--- config.mk ---
export PLATFORM = sky130hd
export DESIGN_NAME = regfile_read_arbiter
export DESIGN_NICKNAME = d
export VERILOG_FILES = /design/src/rtl/regfile_read_arbiter.sv
export SDC_FILE = /design/constraint.sdc
export NUM_CORES = 1
export LEC_CHECK = 0
export ABC_AREA = 0
export ABC_CLOCK_PERIOD_IN_PS = 5200
export CAP_MARGIN = 20
export CORE_ASPECT_RATIO = 1.1
export CORE_MARGIN = 1.5
export CORE_UTILIZATION = 41
export CTS_CLUSTER_SIZE = 25
export DETAILED_ROUTE_END_ITERATION = 8
export PLACE_DENSITY = 0.85
export SYNTH_ARGS = -nofsm -noshare
export SYNTH_HDL_FRONTEND = slang
export SYNTH_SLANG_ARGS = --single-unit
--- constraint.sdc ---
create_clock -name clk_i -period 5.2 [get_ports clk_i]
set_clock_uncertainty 0.2 [all_clocks]
set_input_delay 1.04 -clock clk_i [delete_from_list [all_inputs] [get_ports clk_i]]
set_output_delay 1.04 -clock clk_i [all_outputs]
set_load 0.03 [all_outputs]
--- src/rtl/regfile_read_arbiter.sv ---
// regfile_read_arbiter
// Shares one combinational 64-entry register-file read mux between NUM_REQ
// requesters. A requester is accepted in IDLE, its address drives the mux
// select lines for one cycle (READ), and the captured word is returned on a
// one-hot valid/ready response channel (RESP).
// Optional build macro: RF_ARB_FIXED_PRIO_EN selects fixed priority
// (lowest index wins) instead of round-robin.
module regfile_read_arbiter #(
  parameter int NUM_REQ      = 4,
  parameter int DATA_WIDTH   = 64,
  parameter int NUM_ENTRIES  = 64,
  parameter int SELECT_WIDTH = $clog2(NUM_ENTRIES)
) (
  input  logic                                 clk_i,
  input  logic                                 reset_i,
  input  logic [NUM_REQ-1:0]                   req_valid_i,
  input  logic [NUM_REQ-1:0][SELECT_WIDTH-1:0] req_addr_i,
  output logic [NUM_REQ-1:0]                   req_ready_o,
  output logic [SELECT_WIDTH-1:0]              mux_selects_o,
  input  logic [DATA_WIDTH-1:0]                mux_data_i,
  output logic [NUM_REQ-1:0]                   rsp_valid_o,
  output logic [DATA_WIDTH-1:0]                rsp_data_o,
  input  logic [NUM_REQ-1:0]                   rsp_ready_i
);

  localparam int IDX_W = (NUM_REQ > 1) ? $clog2(NUM_REQ) : 1;

  typedef enum logic [1:0] {
    ST_IDLE = 2'd0,
    ST_READ = 2'd1,
    ST_RESP = 2'd2
  } state_t;

  state_t                  state_reg;
  logic [IDX_W-1:0]        grant_reg;
  logic [SELECT_WIDTH-1:0] mux_selects_reg;
  logic [NUM_REQ-1:0]      rsp_valid_reg;
  logic [DATA_WIDTH-1:0]   rsp_data_reg;

  logic [IDX_W-1:0]        rr_ptr;
  logic [IDX_W-1:0]        rot_idx [NUM_REQ];
  logic [NUM_REQ-1:0]      rot_valid;
  logic [NUM_REQ-1:0]      grant_onehot;
  logic                    pick_found;
  logic [IDX_W-1:0]        pick_idx;
  logic                    accept;

  genvar gi;

  // Rotate the request vector so that position 0 is the requester at rr_ptr;
  // rot_idx[gi] is the real requester index seen at rotated position gi.
  generate
    for (gi = 0; gi < NUM_REQ; gi++) begin : g_rot
      logic [IDX_W:0] sum;
      assign sum          = {1'b0, rr_ptr} + (IDX_W+1)'(gi);
      assign rot_idx[gi]  = (sum >= (IDX_W+1)'(NUM_REQ))
                            ? IDX_W'(sum - (IDX_W+1)'(NUM_REQ))
                            : sum[IDX_W-1:0];
      assign rot_valid[gi] = req_valid_i[rot_idx[gi]];
    end
  endgenerate

  // First valid requester at or after rr_ptr (lowest rotated position wins).
  always_comb begin
    pick_found = 1'b0;
    pick_idx   = '0;
    for (int i = NUM_REQ - 1; i >= 0; i--) begin
      if (rot_valid[i]) begin
        pick_found = 1'b1;
        pick_idx   = rot_idx[i];
      end
    end
  end

  // A request is taken only from IDLE; reset suppresses any accept.
  assign accept = (state_reg == ST_IDLE) && pick_found && !reset_i;

  // One-hot decodes for the accept strobe and the latched grant.
  generate
    for (gi = 0; gi < NUM_REQ; gi++) begin : g_onehot
      assign req_ready_o[gi]  = accept && (pick_idx == IDX_W'(gi));
      assign grant_onehot[gi] = (grant_reg == IDX_W'(gi));
    end
  endgenerate

`ifdef RF_ARB_FIXED_PRIO_EN
  // Fixed priority: the search always starts at requester 0.
  assign rr_ptr = '0;
`else
  logic [IDX_W-1:0] rr_ptr_reg;
  logic [IDX_W-1:0] rr_ptr_next;

  // Next search base is the requester just after the one being granted.
  always_comb begin
    rr_ptr_next = (pick_idx == IDX_W'(NUM_REQ - 1)) ? '0 : pick_idx + IDX_W'(1);
  end

  // Round-robin pointer advances only when a grant is actually issued.
  always_ff @(posedge clk_i) begin
    if (reset_i) begin
      rr_ptr_reg <= '0;
    end else if (accept) begin
      rr_ptr_reg <= rr_ptr_next;
    end
  end

  assign rr_ptr = rr_ptr_reg;
`endif

  // Transaction sequencer: IDLE -> READ -> RESP -> IDLE, all outputs registered.
  always_ff @(posedge clk_i) begin
    if (reset_i) begin
      state_reg       <= ST_IDLE;
      grant_reg       <= '0;
      mux_selects_reg <= '0;
      rsp_valid_reg   <= '0;
      rsp_data_reg    <= '0;
    end else begin
      case (state_reg)
        ST_IDLE: begin
          if (pick_found) begin
            grant_reg       <= pick_idx;
            mux_selects_reg <= req_addr_i[pick_idx];
            state_reg       <= ST_READ;
          end
        end
        ST_READ: begin
          rsp_data_reg  <= mux_data_i;
          rsp_valid_reg <= grant_onehot;
          state_reg     <= ST_RESP;
        end
        ST_RESP: begin
          if (rsp_ready_i[grant_reg]) begin
            rsp_valid_reg <= '0;
            state_reg     <= ST_IDLE;
          end
        end
        default: begin
          state_reg <= ST_IDLE;
        end
      endcase
    end
  end

  assign mux_selects_o = mux_selects_reg;
  assign rsp_valid_o   = rsp_valid_reg;
  assign rsp_data_o    = rsp_data_reg;

endmodule

==> reports/results.ini <==
[synth]
top_area_cell=dfxtp_1
ys_dominant_reg_cell=dfxtp_1
synth_flop_count=80
ys_cells=385
synthTopCellsByCount=130 x nand2_1, 80 x dfxtp_1, 68 x a21oi_1
netlist.area_leader.share_pct=51.9
synth_compound_gate_area_share_pct=19.2
mux_share_pct=1.38
edf_count=0
topCellsByArea=dfxtp_1 52%, nand2_1 16%, a21oi_1 11%
synthArstFlopShare_pct=0
ys_seq_share_pct=51.9
syn_inst=385
yosys_warnings=0
fp_nets=483

[final_layout]
nNetsFinal=645
seq_cells=80
mostFrequentLayoutCells=174 x clkdlybuf4s50_1, 130 x nand2_1, 80 x dfxtp_1
nonClkBufAreaFrac_pct=35.3
comb_share_pct=26.7
clkCellAreaFrac_pct=3.62
largest_register_ffs=64
dominant_cells=buffers
nNonClkBuffers=179
logic_gate_count=270
n_clock_buffer=9
fin_cells=635
combGateArea_mm2=0.00135
drive_above_1_share_pct=4.36
ff_latch_area_mm2=0.00160

[setup_path]
crit_path_max_incr_delay_ns=0.68
path_class=input port to output port
cpMostUsedCell=clkdlybuf4s50_1
critical_path.startpoint=req_valid_i[1]
reg2reg_depth=6
cp_slowest_cell=clkdlybuf4s50_1
crit_arrival_ns=3.67
crit_end=req_ready_o[3]
r2r_start=rr_ptr[0]$_SDFFE_PP0P_
worstSetupPathDepth=7
path_cells=clkdlybuf4s50_1 -> nor4_1 -> nor3_1 -> nand2b_1 -> clkinv_1 -> and3_1 -> clkdlybuf4s50_1
r2r-end=mux_selects_o[3]$_SDFFE_PP0P_

[clock_tree]
root_buffer=clkbuf_8
post-cts-setup-buffer-count=0
cts_tree=yes
clk_pin_slew_ns=0.07
cts_htree_levels=3
clock_sinks=80
clockBufferDepth=2
cts_hold_buf=0

[final_timing]
setup_slack_ns=0.289
worst_slew_pin_slew_ns=0.857
maxSlewViolCount=0
setup_violations=0
timing.fmax_mhz=204
setup-tns-final_ns=0
hold_violations=0

[power]
ir_drop_v=0.000243
pwr-share-seq_pct=43.2
leakagePower_nw=1.86
clockPowerShare_pct=26.5
powerDensity_mw_per_mm2=323
power_frac_comb_pct=30.2
pg_seq_mw=0.703
p_switching_mw=0.516
internal_power_mw=1.11
power_mw=1.63

[job]
drv_cap=0

[drt]
ant_nets=0
drt_iter0_drc=97
wl_met3_um=757
vias_per_cell=5.07
maxUsedRoutingLayer=met4
wl_met1_um=3540
wl_met2_um=4340

[global_route]
grt_max_degree=75
grt_usage_pct=21.5
grt_pass1_wl_um=13800

[floorplan]
tap_cells=85
fp-row-count=32
die_area_mm2=0.00805

[hold_path]
hp-start=rsp_data_o[53]$_SDFFE_PP0P_
holdPathStages=2

[status]
outcome=finished clean

[place]
placed_cells=621

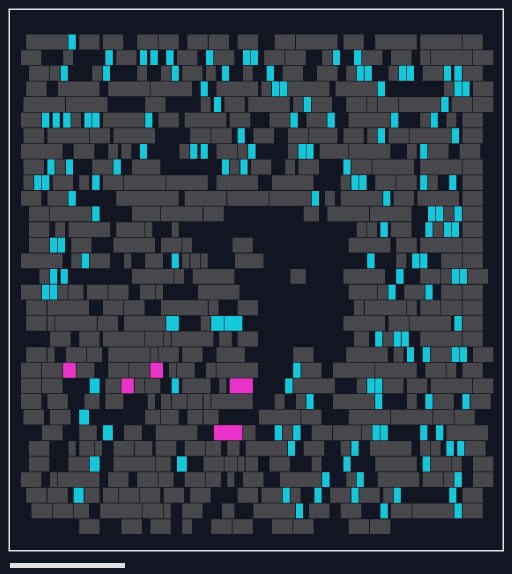
*Logic cells by family*
Scale bar: 20 um.
colour	family	cells
cyan	nand cells	139
magenta	and/or cells	5

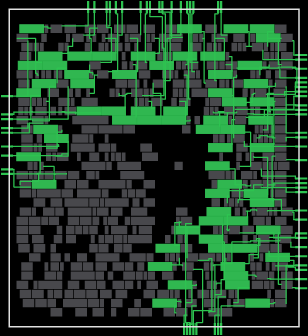
*Wires at chosen ports, followed through buffers*
colour	port	direction	edge	end cells	buffers	wire
green	rsp_data_o	output	29 right, 18 top, 9 left, 8 bottom	64	64	1560 um
# IOs: 176
IO buf count: 175

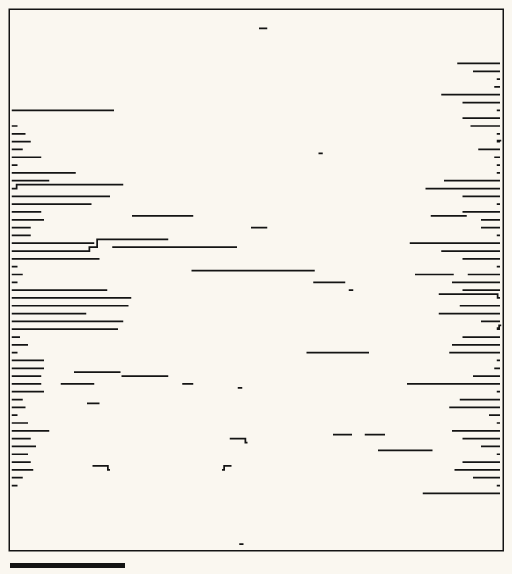
*Metal 3*
Scale bar: 20 um.
longest straight run	21.4 um
share of all routed wire	8.6%
DR vias: 3222
final WL: 8810 um
met3 global-route usage: 6.15%

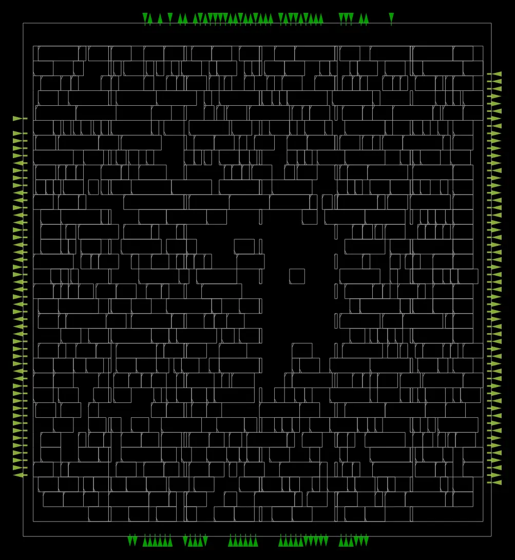
*Placed standard cells*
Core Box Area: 0.00717 mm^2
filler instances: 585
Finished Core Util: 70.3%

No activity file was given, so power comes from the tool's default toggle rates.
